--- src/rtl/bcd_frame_loader.sv ---
// bcd_frame_loader: writer side of the 4-digit display datapath.
// Collects four BCD digits (MSD first) over valid/ready into a shadow frame and
// commits them to the thousands/hundreds/tens/units buses in a single cycle.
// Optional macro BCD_LEADING_ZERO_BLANK_EN: leading zeros (thousands down to tens)
// are committed as 4'hF so the decoder blanks them; units is never blanked.
//
// state   | meaning
// IDLE    | waiting for an SOF digit; non-SOF digits are dropped
// COLLECT | frame in progress, index = next shadow slot, timeout running
// COMMIT  | one cycle: shadow copied to outputs, frame_done pulsed
// ERROR   | sticky error held until err_clr
module bcd_frame_loader #(
    parameter int TIMEOUT_CYCLES = 1000000,
    parameter int RESET_DIGIT    = 0
) (
    input  logic       clk,
    input  logic       rst,
    input  logic       in_valid,
    input  logic [3:0] in_digit,
    input  logic       in_sof,
    output logic       in_ready,
    input  logic       err_clr,
    output logic [3:0] thousands,
    output logic [3:0] hundreds,
    output logic [3:0] tens,
    output logic [3:0] units,
    output logic       frame_done,
    output logic       err,
    output logic [1:0] err_code
);

    localparam int            TW      = $clog2(TIMEOUT_CYCLES);
    localparam logic [TW-1:0] TC_LAST = TW'(TIMEOUT_CYCLES - 1);
    localparam logic [3:0]    RST_D   = 4'(RESET_DIGIT);

    typedef enum logic [1:0] {IDLE, COLLECT, COMMIT, ERROR} state_t;

    state_t               state_q, state_d;
    logic [1:0]           idx_q, idx_d;
    logic [TW-1:0]        tcnt_q, tcnt_d;
    logic [3:0][3:0]      shadow_q, shadow_d;
    logic [3:0][3:0]      frame_q, frame_d;
    logic [3:0][3:0]      commit_val;
    logic                 done_q, done_d;
    logic                 err_q, err_d;
    logic [1:0]           code_q, code_d;
    logic                 xfer;
    logic                 bad_digit;

    // Ready is a decode of the state register only, never of in_valid.
    assign in_ready  = (state_q == IDLE) || (state_q == COLLECT);
    assign xfer      = in_valid & in_ready;
    assign bad_digit = in_digit > 4'd9;

`ifdef BCD_LEADING_ZERO_BLANK_EN
    logic blank3, blank2, blank1;
    assign blank3 = (shadow_q[3] == 4'd0);
    assign blank2 = blank3 & (shadow_q[2] == 4'd0);
    assign blank1 = blank2 & (shadow_q[1] == 4'd0);
    assign commit_val = {blank3 ? 4'hF : shadow_q[3],
                         blank2 ? 4'hF : shadow_q[2],
                         blank1 ? 4'hF : shadow_q[1],
                         shadow_q[0]};
`else
    assign commit_val = shadow_q;
`endif

    // Next-state and next-output logic for the frame FSM.
    always_comb begin
        state_d  = state_q;
        idx_d    = idx_q;
        tcnt_d   = tcnt_q;
        shadow_d = shadow_q;
        frame_d  = frame_q;
        done_d   = 1'b0;
        err_d    = err_q;
        code_d   = code_q;
        case (state_q)
            IDLE: begin
                tcnt_d = '0;
                if (xfer && in_sof) begin
                    if (bad_digit) begin
                        state_d = ERROR;
                        err_d   = 1'b1;
                        code_d  = 2'b01;
                    end else begin
                        shadow_d[3] = in_digit;
                        idx_d       = 2'd1;
                        state_d     = COLLECT;
                    end
                end
            end
            COLLECT: begin
                if (xfer) begin
                    tcnt_d = '0;
                    // Bad digit outranks a stray SOF when both arrive together.
                    if (bad_digit) begin
                        state_d = ERROR;
                        err_d   = 1'b1;
                        code_d  = 2'b01;
                        idx_d   = 2'd0;
                    end else if (in_sof) begin
                        state_d = ERROR;
                        err_d   = 1'b1;
                        code_d  = 2'b11;
                        idx_d   = 2'd0;
                    end else begin
                        shadow_d[2'd3 - idx_q] = in_digit;
                        idx_d = idx_q + 2'd1;
                        if (idx_q == 2'd3) state_d = COMMIT;
                    end
                end else if (tcnt_q == TC_LAST) begin
                    state_d = ERROR;
                    err_d   = 1'b1;
                    code_d  = 2'b10;
                    idx_d   = 2'd0;
                    tcnt_d  = '0;
                end else begin
                    tcnt_d = tcnt_q + TW'(1);
                end
            end
            COMMIT: begin
                frame_d = commit_val;
                done_d  = 1'b1;
                state_d = IDLE;
            end
            ERROR: begin
                if (err_clr) begin
                    err_d   = 1'b0;
                    code_d  = 2'b00;
                    idx_d   = 2'd0;
                    tcnt_d  = '0;
                    state_d = IDLE;
                end
            end
            default: state_d = IDLE;
        endcase
    end

    // State and datapath registers with synchronous reset.
    always_ff @(posedge clk) begin
        if (rst) begin
            state_q  <= IDLE;
            idx_q    <= 2'd0;
            tcnt_q   <= '0;
            shadow_q <= '0;
            frame_q  <= {4{RST_D}};
            done_q   <= 1'b0;
            err_q    <= 1'b0;
            code_q   <= 2'b00;
        end else begin
            state_q  <= state_d;
            idx_q    <= idx_d;
            tcnt_q   <= tcnt_d;
            shadow_q <= shadow_d;
            frame_q  <= frame_d;
            done_q   <= done_d;
            err_q    <= err_d;
            code_q   <= code_d;
        end
    end

    assign thousands  = frame_q[3];
    assign hundreds   = frame_q[2];
    assign tens       = frame_q[1];
    assign units      = frame_q[0];
    assign frame_done = done_q;
    assign err        = err_q;
    assign err_code   = code_q;

endmodule

--- config.mk ---
export PLATFORM = sky130hd
export DESIGN_NAME = bcd_frame_loader
export DESIGN_NICKNAME = d
export VERILOG_FILES = /design/src/rtl/bcd_frame_loader.sv
export SDC_FILE = /design/constraint.sdc
export NUM_CORES = 1
export LEC_CHECK = 0
export ABC_CLOCK_PERIOD_IN_PS = 5100
export CORE_ASPECT_RATIO = 0.5
export CORE_MARGIN = 2
export CORE_UTILIZATION = 35
export CTS_BUF_LIST = sky130_fd_sc_hd__clkbuf_16
export DETAILED_ROUTE_END_ITERATION = 6
export HOLD_SLACK_MARGIN = 0.1
export SKIP_CTS_REPAIR_TIMING = 1
export SYNTH_ARGS = -nofsm -noshare
export SYNTH_HDL_FRONTEND = slang
export SYNTH_SLANG_ARGS = --single-unit
--- constraint.sdc ---
create_clock -name clk -period 5.1 [get_ports clk]
set_input_delay 1.275 -clock clk [delete_from_list [all_inputs] [get_ports clk]]
set_output_delay 1.275 -clock clk [all_outputs]
set_load 0.03 [all_outputs]
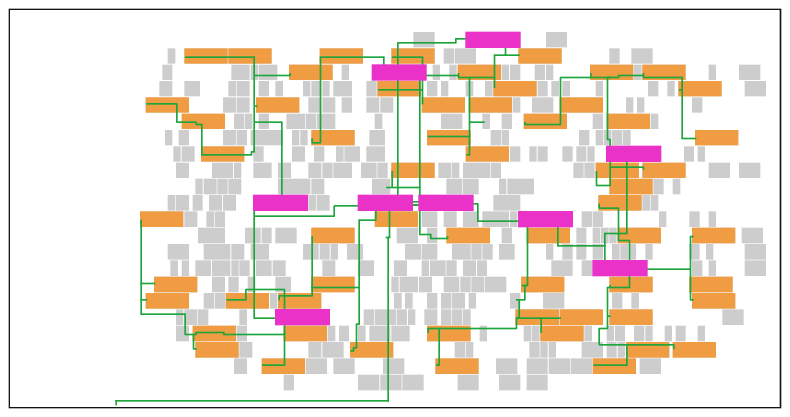
Run 1: clock distribution
Drawn at 6 px/um.
[green] clock wires | length: 821 um
[magenta] clock drivers | count: 9
[orange] flip-flops | count: 60
routed clock nets: 10

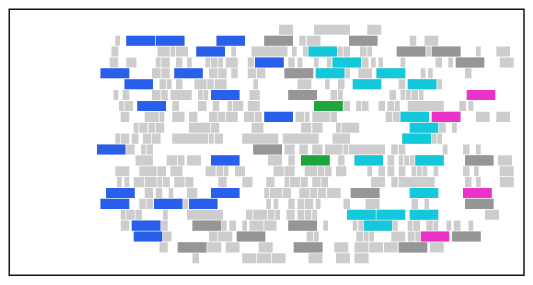
Run 1: where the registers sit
Drawn at 4 px/um. Other sequential cells in the stronger grey, the rest of the logic in the fainter grey.
| colour | signal | sequential cells |
|---|---|---|
| magenta | hundreds | 4 |
| blue | tcnt_q | 20 |
| green | idx_q | 2 |
| cyan | commit_val | 16 |
not coloured: 18

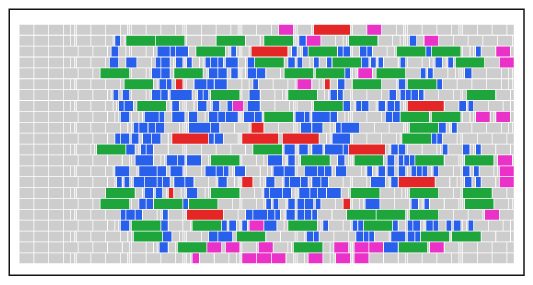
Run 1: cell classes on the final placement
Drawn at 4 px/um. Fill, decap, tap and diode cells in grey.
| colour | class | cells | share of their area |
|---|---|---|---|
| blue | combinational and other logic | 256 | 45% |
| magenta | remaining buffers and delay cells | 30 | 9.2% |
| red | clock drivers and dummy loads | 15 | 8.1% |
| green | sequential cells | 60 | 38% |

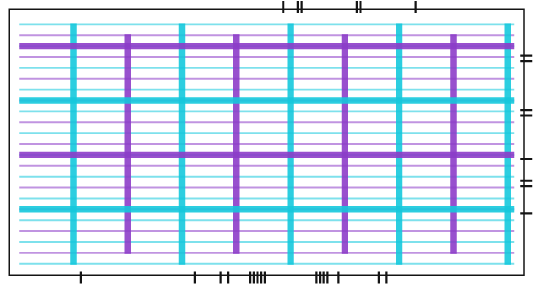
Run 1: floorplan with the power grid
Drawn at 4 px/um. Pins as bars on the die edge.
| colour | net |
|---|---|
| purple | VDD |
| cyan | VSS |
rows: 22
met5 straps: 4

==> impl_metrics.csv, run 1 <==
group,metric,value,unit
clock_tree,numCtsBuffers,9,
routing,dr_wl_met2,3071,um
worst_setup_path,crit_top_cell,"nand2_1",
floorplanning,core_area,7405,um^2
power_and_ir_drop,clock_power_share,0.468,
clock_tree,htreeDepth,3,
global_routing,grt_pass1_vias,2319,
final_timing,hold_violations,0,
worst_setup_path,cp_num_buf_inv,1,
finish,syn2layout_area_growth,22.21,%
routing,wl,6239,um
run_status,status,"completed",
final_timing,relSlewSlack,0.2559,
routing,drtIter0Drc,159,
global_routing,grt.busiest_layer,"met2",
finish,drive_above_1_share,0.05817,
final_timing,layout_setup_ws,1904,ps
clock_tree,cts_root_buf,"clkbuf_16",
finish,final_util,0.4463,
worst_setup_path,worst-path-stages,6,
clock_tree,cts_tree,"yes",
final_timing,fin_skew,4.357,ps
finish,design_area,3304,um^2
routing,vias,2446,
finish,layout.nets,372,
power_and_ir_drop,total_power,0.001120,W
worst_setup_path,crit_path_max_fanout,17,
power_and_ir_drop,vdd_drop_max,0.2284,mV
clock_tree,worstSkewPairLatency,320,ps
finish,lay_top_cells,"68 x nand2_1, 60 x dfxtp_1, 36 x a21oi_1, 31 x nand3_1, 28 x clkdlybuf4s50_1",
worst_setup_path,crit_end,"commit_val[3]",
floorplanning,chipWidth,128.3,um
min_path,min_path_type,"flop to flop",
placed_design,dp_hpwl,4106,um
synthesis,synth_nets,347,
==> run 1: area by class of cell <==
type                    instances  area (um^2)
clock inverters                 6        33.78
inverters                       6        22.52
flip-flops and latches         60         1201
multi-input cells             250         1409
fillers                       750         4100
clock buffers                   9        225.2
well taps                      96        120.1
repair buffers                 30        292.8
==> run 1: power by group through the flow <==
stage               Clock [W]  Sequential (W)  Combinational, W
floorplan                   0        0.000502         0.0000694
global placement            0        0.000500          0.000103
detailed placement          0        0.000500          0.000105
CTS                  0.000535        0.000490          0.000106
global route         0.000556        0.000491          0.000115
finish               0.000524        0.000490          0.000106
==> run 1: cell families (layout without fill, tap and decap cells) <==
family	Yosys count	count (layout)	share of synthesized area
AND/OR/NAND/NOR	168	168	0.3128
AND-OR/OR-AND	65	65	0.1421
flip-flops	60	60	0.4442
buffers and inverters	22	51	0.03470
adder cells (fa/ha/maj)	6	6	0.02776
multiplexers	6	6	0.02221
XOR/XNOR	5	5	0.01620
==> run 1: cell usage after synthesis, drive strengths merged <==
master	number	area, um^2
nand3	31	155.2
a21boi	1	7.510
o21ai	3	15.01
nand3b	6	45.04
a21o	1	7.510
xnor2	5	43.79
and3b	1	8.760
a211oi	1	7.510
nor2	16	60.06
nor4b	2	30.03
clkbuf	12	45.04
or2	1	6.260
nand2	68	255.2
a32oi	1	8.760
a41oi	1	8.760
and3	3	18.77
a211o	1	8.760
nand4	5	31.28
nor3	9	55.05
nand4b	1	8.760
a21oi	36	180.2
buf	4	26.27
mux2i	6	60.06
a31oi	12	75.07
and4	3	26.28
o31ai	2	15.01
or3	10	62.56
or4	3	22.52
o21ba	1	10.01
inv	6	22.52
ha	6	75.07
a41o	1	10.01
nor4bb	1	10.01
o21a	3	22.52
nand2b	5	31.28
dfxtp	60	1201
nor4	3	18.77
a22oi	1	7.510
==> inputs of run 2 (changes only) <==
--- a/config.mk
+++ b/config.mk
@@ -5,7 +5,7 @@
 export SDC_FILE = /design/constraint.sdc
 export NUM_CORES = 1
 export LEC_CHECK = 0
-export ABC_CLOCK_PERIOD_IN_PS = 5100
+export ABC_CLOCK_PERIOD_IN_PS = 2700
 export CORE_ASPECT_RATIO = 0.5
 export CORE_MARGIN = 2
 export CORE_UTILIZATION = 35
==> constraint.sdc (replaced) <==
create_clock -name clk -period 2.7 [get_ports clk]
set_input_delay 0.675 -clock clk [delete_from_list [all_inputs] [get_ports clk]]
set_output_delay 0.675 -clock clk [all_outputs]
set_load 0.03 [all_outputs]
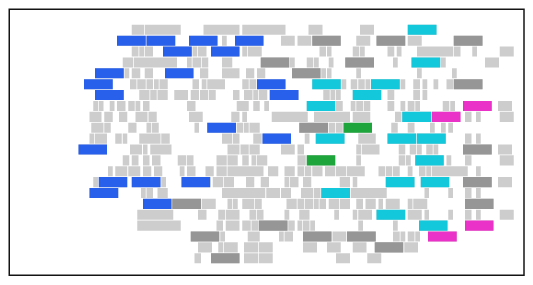
Run 2: where the registers sit
Drawn at 4 px/um. Other sequential cells in the stronger grey, the rest of the logic in the fainter grey.
| colour | signal | sequential cells |
|---|---|---|
| blue | tcnt_q | 20 |
| green | idx_q | 2 |
| magenta | hundreds | 4 |
| cyan | commit_val | 16 |
not coloured: 18

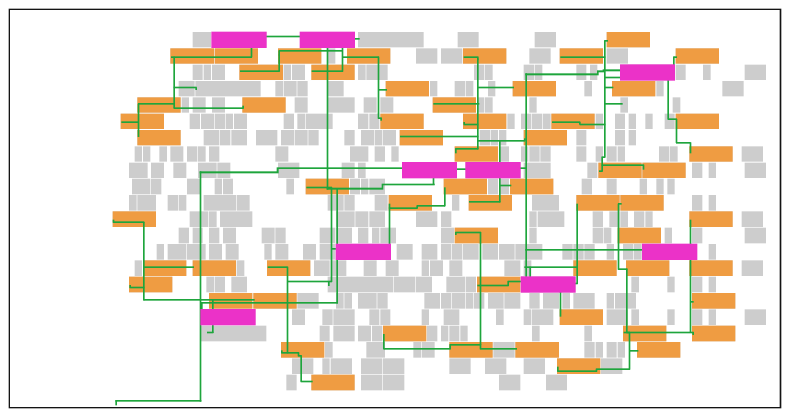
Run 2: clock distribution
Drawn at 6 px/um.
[orange] flip-flops | count: 60
[green] clock wires | length: 852 um
[magenta] clock drivers | count: 9
flops lie: widely spread
routed clock nets: 10

==> run 2 against run 1 <==
Effect of this change:
- synthesized cell count did not move
- global-route usage rose by 0.10 points
- clock skew rose by 0.52 ps
- non-clock buffer count rose by 7
- largest power group unchanged
- first-iteration DRC count fell by 6.3%
- utilization rose by 2.0 points
- largest cell class unchanged
- routed wire length fell by 3.4%
==> impl_metrics.csv, run 2 <==
group,metric,value,unit
clock_tree,htreeDepth,3,
min_path,min_path_type,"flop to flop",
finish,drive_above_1_share,0.07588,
power_and_ir_drop,total_power,0.002506,W
synthesis,ys_sh_aoi,0.1421,
synthesis,top_cells_by_area,"dfxtp_1 44%, nand2_1 9.4%, a21oi_1 6.7%, nand3_1 5.7%, a31oi_1 2.8%",
global_routing,grt_pass1_wl,10410,um
synthesis,syn_area,2704,um^2
synthesis,mux_share,0.02221,
worst_setup_path,crit_type,"flop to flop",
worst_setup_path,reg2reg_depth,7,
final_timing,fin_skew,4.875,ps
final_timing,layout_setup_ws,263.6,ps
finish,lay_top_cells,"68 x nand2_1, 60 x dfxtp_1, 36 x a21oi_1, 31 x nand3_1, 28 x clkdlybuf4s50_1",
finish,layout.nets,379,
final_timing,hold_violations,0,
global_routing,grt_max_degree,61,
synthesis,top_cells_by_count,"68 x nand2_1, 60 x dfxtp_1, 36 x a21oi_1, 31 x nand3_1, 16 x nor2_1",
worst_setup_path,worst-path-stages,7,
synthesis,ys_top_logic_family,"simple AND/OR/NAND/NOR gates",
synthesis,xor_share,0.01620,
routing,vias,2407,
synthesis,ys_sh_adder,0.02776,
routing,wl,6025,um
synthesis,yosysMostFrequentCell,"nand2_1",
power_and_ir_drop,powerDensity,725.4,nW/um^2
final_timing,relSlewSlack,0.2919,
clock_tree,cts_root_buf,"clkbuf_16",
synthesis,synth_nets,347,
clock_tree,clkTransAtPathRegs,50,ps
run_status,status,"completed",
final_timing,hold_slack,441.0,ps
finish,final_util,0.4665,
power_and_ir_drop,internal_power,0.001969,W
clock_tree,numCtsBuffers,9,
clock_tree,cts_tree,"yes",
floorplanning,fp_util,0.3652,
placed_design,dp_hpwl,3976,um
routing,drtIter0Drc,149,
clock_tree,worstSkewPairLatency,320,ps
placed_design,dpl_cell_area,3098,um^2
worst_setup_path,crit_path_max_fanout,11,
finish,fillers,703,
power_and_ir_drop,vdd_drop_max,0.3637,mV
floorplanning,core_area,7405,um^2
floorplanning,chipWidth,128.3,um
synthesis,top_cell_area_share,0.4442,
finish,syn2layout_area_growth,27.76,%
synthesis,async_flop_share,0,
worst_setup_path,cp_num_buf_inv,1,
-- run 2: netlist changes by cell type in the layout (fill, tap and decap cells not counted), sizes merged --
cell | before | now
buf | 2 | 9
bufinv | 0 | 4
clkinv | 4 | 1
clkinvlp | 1 | 0
inv | 7 | 8
-- run 2: cells by family (layout without fill, tap and decap cells) --
family	Yosys count	count (layout)
adders and majority gates	6	6
and+or+nand+nor	168	168
AOI/OAI and AO/OA	65	65
DFF	60	60
muxes	6	6
buffers and inverters	22	59
xor gates and xnor gates	5	5
-- run 2: worst paths after layout --
check,start,endpoint
hold / removal,err_code[0],err_code[0]
setup / recovery,tcnt_q[0],tcnt_q[18]
hold reg to reg,err_code[0],err_code[0]
setup reg to reg,tcnt_q[0],tcnt_q[18]
-- run 2: power by group through the flow --
stage	clock network, W	registers [W]	logic, W
floorplan	0	0.000948	0.000131
global placement	0	0.000937	0.000213
detailed placement	0	0.000938	0.000216
CTS	0.00140	0.000919	0.000217
global route	0.00144	0.000921	0.000238
finish	0.00137	0.000920	0.000217
-- run 2: routing by layer --
metal | up-vias | global-route usage | routed length (um)
met2 | 44 | 0.2560 | 2707
li1 | 1244 | - | -
met5 | - | 0 | 0
met1 | 1107 | 0.1799 | 2931
met4 | 0 | 0.09890 | 153
met3 | 12 | 0.05825 | 233
-- run 2: area by class of cell --
type	count	area, um^2	area share
Multi-Input combinational cell	250	1409	0.4078
Clock buffer	9	225.2	0.06519
Tap cell	96	120.1	0.03477
Clock inverter	7	131.4	0.03803
Sequential cell	60	1201	0.3477
Inverter	6	22.52	0.006519
Timing Repair Buffer	37	345.3	0.09996
-- run 2: worst min-delay path: stages (launching register included) --
cell	delay, ps
dfxtp_1	300
inv_1	40
a21oi_1	50
==> inputs of run 3 (changes only) <==
--- a/config.mk
+++ b/config.mk
@@ -5,10 +5,10 @@
 export SDC_FILE = /design/constraint.sdc
 export NUM_CORES = 1
 export LEC_CHECK = 0
-export ABC_CLOCK_PERIOD_IN_PS = 2700
+export ABC_CLOCK_PERIOD_IN_PS = 1960
 export CORE_ASPECT_RATIO = 0.5
 export CORE_MARGIN = 2
-export CORE_UTILIZATION = 35
+export CORE_UTILIZATION = 40
 export CTS_BUF_LIST = sky130_fd_sc_hd__clkbuf_16
 export DETAILED_ROUTE_END_ITERATION = 6
 export HOLD_SLACK_MARGIN = 0.1
==> constraint.sdc (replaced) <==
create_clock -name clk -period 1.96 [get_ports clk]
set_input_delay 0.49 -clock clk [delete_from_list [all_inputs] [get_ports clk]]
set_output_delay 0.49 -clock clk [all_outputs]
set_load 0.03 [all_outputs]
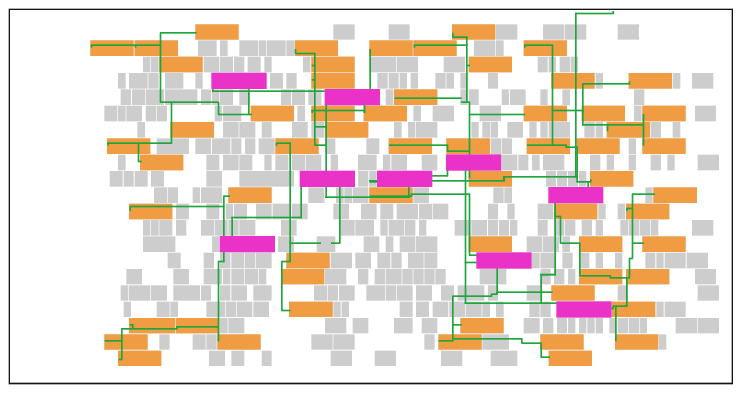
Run 3: clock distribution
Drawn at 6 px/um.
[magenta] clock drivers | count: 9
[orange] flip-flops | count: 60
[green] clock wires | length: 767 um
routed clock nets: 10
flops lie: widely spread

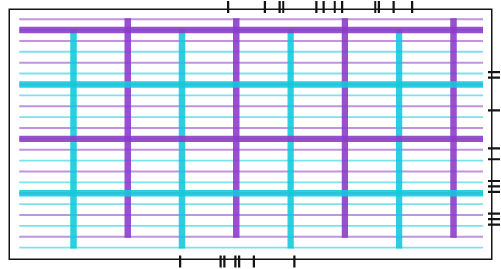
Run 3: floorplan with the power grid
Drawn at 4 px/um. Pins as bars on the die edge.
| colour | net |
|---|---|
| cyan | VSS |
| purple | VDD |
met1 rails: 22
met4 straps: 8
signal pins: 30
met5 straps: 4

==> run 3 against run 2 <==
Effect of this change:
- fmax increased by 26%
- setup slack lost 240 ps
- utilization increased by 8.2 points
- cell area grew 5.1%
- worst hold slack better by 1.6 ps
- largest cell class unchanged
- highest routed layer unchanged
==> impl_metrics.csv, run 3 <==
group,metric,value,unit
placed_design,dp_hpwl,4573,um
power_and_ir_drop,powerSeq,0.00126,W
floorplanning,fp_util,0.4084,
finish,drive_above_1_share,0.1667,
floorplanning,chipWidth,120.3,um
finish,combGateArea,1435,um^2
synthesis,top_cells_by_area,"dfxtp_1 44%, nand2_1 9.4%, a21oi_1 6.7%, nand3_1 5.7%, a31oi_1 2.8%",
min_path,hold_end,"err_code[0]",
synthesis,yosysMostFrequentCell,"nand2_1",
run_status,status,"completed",
synthesis,async_flop_share,0,
min_path,hp-start,"err_code[0]",
finish,nFlopsAndLatches,60,
worst_setup_path,reg2reg_depth,6,
finish,clock_area_frac,0.07167,
worst_setup_path,crit_type,"flop to flop",
finish,inverters,6,
final_timing,relSlewSlack,0.5743,
final_timing,hold_violations,0,
global_routing,grt_use_met2,0.3104,
finish,final.clkbuf_count,9,
clock_tree,htreeDepth,3,
global_routing,grt_max_degree,37,
finish,n_all_buffers,70,
clock_tree,cts_root_buf,"clkbuf_16",
synthesis,top_cells_by_count,"68 x nand2_1, 60 x dfxtp_1, 36 x a21oi_1, 31 x nand3_1, 16 x nor2_1",
worst_setup_path,regToRegEndpoint,"state_q[1]",
power_and_ir_drop,comb_power,0.000360,W
synthesis,syn_area,2704,um^2
finish,comb_area_frac,0.3952,
==> run 3: kinds of logic (layout without fill, tap and decap cells) <==
family / after synthesis / count (layout) / synth area share
buffers and inverters: 22 / 92 / 0.03470
AND-OR/OR-AND: 65 / 65 / 0.1421
adder cells (fa/ha/maj): 6 / 6 / 0.02776
XOR/XNOR: 5 / 5 / 0.01620
multiplexers: 6 / 6 / 0.02221
flip-flops: 60 / 60 / 0.4442
AND/OR/NAND/NOR: 168 / 168 / 0.3128
==> run 3: routing by layer <==
metal / wire [um] / up-vias
met5: 0 / -
met4: 82 / 0
met3: 286 / 9
met2: 3048 / 59
met1: 2941 / 1194
li1: - / 1317
==> run 3: stage by stage <==
stage | total power [W] | hold slack, ps | area, um^2 | util | TNS, ps
2_1_floorplan | 0.001486 | 431.3 | 2704 | - | 0
3_3_place_gp | 0.001639 | 436.7 | 3333 | 0.5034 | -2882
3_5_place_dp | 0.001644 | 440.2 | 3333 | 0.5034 | -3099
4_1_cts | 0.002999 | 446.5 | 3593 | 0.5427 | -29.28
5_1_grt | 0.003118 | 470.2 | 3631 | 0.5484 | -507.7
6_report | 0.002984 | 442.6 | 3631 | 0.5484 | 0
==> run 3: worst max path at each step <==
stage,startpoint,end,slack (ps)
after detailed placement,in_valid,tcnt_q[7],-150
final,tcnt_q[0],state_q[1],20
after floorplan,tcnt_q[0],state_q[1],30
after global placement,in_valid,tcnt_q[3],-150
after global routing,tcnt_q[0],state_q[1],-90
after CTS,state_q[1],in_ready,-30
==> run 3: critical path: stages, from the launching register on <==
cell and delay [ps]:
dfxtp_1 340, ha_2 200, nor4bb_4 180, nand4_1 160
o21a_2 280, or4_1 530, a21oi_2 170
Power is estimated from default activity; no workload was simulated.
